`src/rtl/vram_mux_sequencer.sv`:
```
// Arbitrates the character-memory address mux between display refresh reads
// and terminal writes; refresh has priority and writes fill idle cycles.
module vram_mux_sequencer #(
  parameter int ADDR_W = 10,
  parameter int DATA_W = 7
) (
  input  logic              clk,
  input  logic              reset,
  input  logic              char_tick,
  input  logic [ADDR_W-1:0] disp_addr,
  input  logic              wr_req,
  input  logic [ADDR_W-1:0] wr_addr,
  input  logic [DATA_W-1:0] wr_data,
  input  logic [DATA_W-1:0] mem_rdata,
  output logic [ADDR_W-1:0] rd_addr_q,
  output logic [ADDR_W-1:0] wr_addr_q,
  output logic              mux_sel,
  output logic              mux_en_n,
  output logic              mem_we,
  output logic [DATA_W-1:0] mem_wdata,
  output logic              wr_ack,
  output logic [DATA_W-1:0] disp_char,
  output logic              disp_valid,
  output logic              overrun,
  output logic              busy
);

  typedef enum logic [2:0] {
    IDLE, RD_ADDR, RD_DATA, WR_SETUP, WR_STROBE, WR_HOLD
  } state_t;

  state_t            state_q, state_d;
  logic              rd_pending_q, rd_pending_d;
  logic [ADDR_W-1:0] rd_addr_d, wr_addr_d;
  logic [DATA_W-1:0] mem_wdata_q, mem_wdata_d;
  logic [DATA_W-1:0] disp_char_q, disp_char_d;
  logic              overrun_q, overrun_d;
  logic              mux_sel_q, mux_sel_d;
  logic              mux_en_n_q, mux_en_n_d;
  logic              mem_we_q, mem_we_d;
  logic              wr_ack_q, wr_ack_d;
  logic              disp_valid_q, disp_valid_d;
  logic              busy_q, busy_d;

  always_comb begin
    state_d      = state_q;
    rd_pending_d = rd_pending_q;
    rd_addr_d    = rd_addr_q;
    wr_addr_d    = wr_addr_q;
    mem_wdata_d  = mem_wdata_q;
    disp_char_d  = disp_char_q;
    overrun_d    = overrun_q;

    unique case (state_q)
      IDLE: begin
        if (char_tick || rd_pending_q) begin
          if (char_tick && !rd_pending_q) rd_addr_d = disp_addr;
          if (char_tick && rd_pending_q)  overrun_d = 1'b1;
          rd_pending_d = 1'b0;
          state_d      = RD_ADDR;
        end else if (wr_req) begin
          wr_addr_d   = wr_addr;
          mem_wdata_d = wr_data;
          state_d     = WR_SETUP;
        end
      end
      RD_ADDR: begin
        if (char_tick) overrun_d = 1'b1;
        state_d = RD_DATA;
      end
      RD_DATA: begin
        if (char_tick) overrun_d = 1'b1;
        disp_char_d = mem_rdata;
        state_d     = IDLE;
      end
      WR_SETUP, WR_STROBE, WR_HOLD: begin
        // A tick during a write is parked in rd_pending; only one can wait.
        if (char_tick) begin
          if (rd_pending_q) begin
            overrun_d = 1'b1;
          end else begin
            rd_pending_d = 1'b1;
            rd_addr_d    = disp_addr;
          end
        end
        if (state_q == WR_SETUP) begin
          state_d = WR_STROBE;
        end else if (state_q == WR_STROBE) begin
          state_d = WR_HOLD;
        end else if (rd_pending_d) begin
          rd_pending_d = 1'b0;
          state_d      = RD_ADDR;
        end else begin
          state_d = IDLE;
        end
      end
      default: state_d = IDLE;
    endcase

    // Outputs are registered from the next state so they line up with it.
    mux_sel_d    = (state_d == WR_SETUP) || (state_d == WR_STROBE) || (state_d == WR_HOLD);
    mux_en_n_d   = (state_d == IDLE);
    mem_we_d     = (state_d == WR_STROBE);
    wr_ack_d     = (state_d == WR_HOLD);
    busy_d       = (state_d != IDLE);
    disp_valid_d = (state_q == RD_DATA);
  end

  always_ff @(posedge clk) begin
    if (reset) begin
      state_q      <= IDLE;
      rd_pending_q <= 1'b0;
      rd_addr_q    <= '0;
      wr_addr_q    <= '0;
      mem_wdata_q  <= '0;
      disp_char_q  <= '0;
      overrun_q    <= 1'b0;
      mux_sel_q    <= 1'b0;
      mux_en_n_q   <= 1'b1;
      mem_we_q     <= 1'b0;
      wr_ack_q     <= 1'b0;
      disp_valid_q <= 1'b0;
      busy_q       <= 1'b0;
    end else begin
      state_q      <= state_d;
      rd_pending_q <= rd_pending_d;
      rd_addr_q    <= rd_addr_d;
      wr_addr_q    <= wr_addr_d;
      mem_wdata_q  <= mem_wdata_d;
      disp_char_q  <= disp_char_d;
      overrun_q    <= overrun_d;
      mux_sel_q    <= mux_sel_d;
      mux_en_n_q   <= mux_en_n_d;
      mem_we_q     <= mem_we_d;
      wr_ack_q     <= wr_ack_d;
      disp_valid_q <= disp_valid_d;
      busy_q       <= busy_d;
    end
  end

  assign mux_sel    = mux_sel_q;
  assign mux_en_n   = mux_en_n_q;
  assign mem_we     = mem_we_q;
  assign mem_wdata  = mem_wdata_q;
  assign wr_ack     = wr_ack_q;
  assign disp_char  = disp_char_q;
  assign disp_valid = disp_valid_q;
  assign overrun    = overrun_q;
  assign busy       = busy_q;

endmodule

```
`config.mk`:
```
export PLATFORM = sky130hd
export DESIGN_NAME = vram_mux_sequencer
export DESIGN_NICKNAME = d
export VERILOG_FILES = /design/src/rtl/vram_mux_sequencer.sv
export SDC_FILE = /design/constraint.sdc
export NUM_CORES = 1
export LEC_CHECK = 0
export ABC_AREA = 0
export ABC_CLOCK_PERIOD_IN_PS = 4200
export CAP_MARGIN = 20
export CELL_PAD_IN_SITES_DETAIL_PLACEMENT = 1
export CELL_PAD_IN_SITES_GLOBAL_PLACEMENT = 1
export CORE_MARGIN = 4
export CORE_UTILIZATION = 32
export DETAILED_ROUTE_END_ITERATION = 8
export MAX_ROUTING_LAYER = met4
export PLACE_DENSITY = 0.93
export SLEW_MARGIN = 25
export SYNTH_ARGS = -nofsm -noshare
export SYNTH_HDL_FRONTEND = slang
export SYNTH_SLANG_ARGS = --single-unit
export TNS_END_PERCENT = 100
```
`constraint.sdc`:
```
create_clock -name clk -period 4.2 [get_ports clk]
set_input_delay 0.84 -clock clk [delete_from_list [all_inputs] [get_ports clk]]
set_output_delay 0.84 -clock clk [all_outputs]
set_load 0.05 [all_outputs]
```
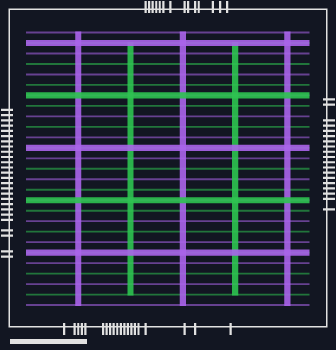
(power grid)
The bar under the picture is 20 um long. Pins as bars on the die edge.
net	color
VSS	purple
VDD	green
met5 straps	5
met1 rails	27
signal pins	79
standard cell core area: 5200 sq um
die extent in x: 82.0 um
worst vdd ir: 0.177 mV

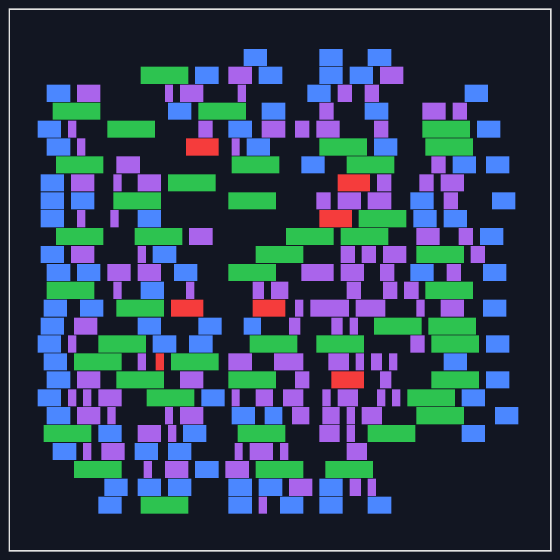
(cells colored by class)
class	color	cells
flip-flops	green	45
clock drivers and dummy loads	red	7
all other logic	purple	112
other buffers and delay cells	blue	80
sequential share of cell area: 33.9%
standard-cell rows: 26
post-route cell area: 2650 sq um
Util after Layout: 51.0%

==> results.txt <==
Results of the flow run.

For this run, the top clock speed supported by timing is between 400 and 500 MHz. After layout, the minimum clock period comes to ~2300 ps. STA classifies the critical path endpoint as a register. The non-clock inverter instance count of the final layout stands at 0.

Of the total synthesized cell area, the portion taken by AND, OR, NAND and NOR gates is 19.0%. The biggest area contributor in the post-synthesis netlist is sky130_fd_sc_hd__dfxtp_1. The number of clock buffers inserted by TritonCTS stands at 5.

The initial antenna violation count stands at 0. In the final layout, multi-input gates take up between 20% and 30% of the cell area. The power share of the sequential group stands at 46.0%. The run finished with clean final reports. At the end of routability-driven placement, the weighted congestion stood at 0.715. The final layout report lists a clock buffer count of 7. Dividing the final minimum period by the clock period gives roughly 56%. The synthesized-area fraction occupied by adder cells stands at 0%. Yosys shows that the main logic family after synthesis is multiplexers. The async set-reset flop share out of synthesis stands at 0%. The chip area line in the Yosys stat output reads approximately 1800 sq um.

There are 45 flip-flops and latches. The DRC marker count from the first detailed-route iteration stands at 72. The fraction of final layout cells with drive strength greater than 1 stands at 6.15%. The number of filler cells placed in the layout stands at 591.

For the combinational group, total power comes out at 293 uW. The final timing report lists a max-slew violation count of 0. After synthesis, the netlist uses 27 different library cells. The post-synthesis sequential area ratio stands at 51.4%. The largest cell class by area is registers.

The tally of non-filler cells in the final layout stands at 314. The required time of the critical path stands at 4340 ps. The slew at the pin closest to its max-slew limit stands at 1010 ps.

The per-instance average area after synthesis stands at just over 10 sq um. The detailed-route via count stands at 1420. The footprint of the multi-input gates stands at 783 sq um. The cell area reported after detailed placement stands at 2570 sq um. In the power breakdown, the biggest contributor is registers. The power density normalized to cell area stands at between 300 and 400 nW/um^2. The total number of cells along the worst setup path stands at 4.

The global router reports that the layer with the highest usage is met2. Grouping stages by cell kind, the critical path spends the most delay in buffers and inverters. The multi-input combinational cell count stands at 112. During I/O placement, the number of pins put on the boundary was 79. According to the tapcell log, the count of inserted taps is 70. The detailed router used layers up to and including met4.

In the setup report, the worst path falls into the class in2reg. Among logic cells in the layout, the one with the most instances is sky130_fd_sc_hd__clkdlybuf4s50_1. Among all stages on the critical path, the largest delay is contributed by sky130_fd_sc_hd__clkdlybuf4s50_1. The total detailed-routing wirelength stands at roughly 4600 um.
Power figures rest on the tool's default switching activity, not on a simulated workload.
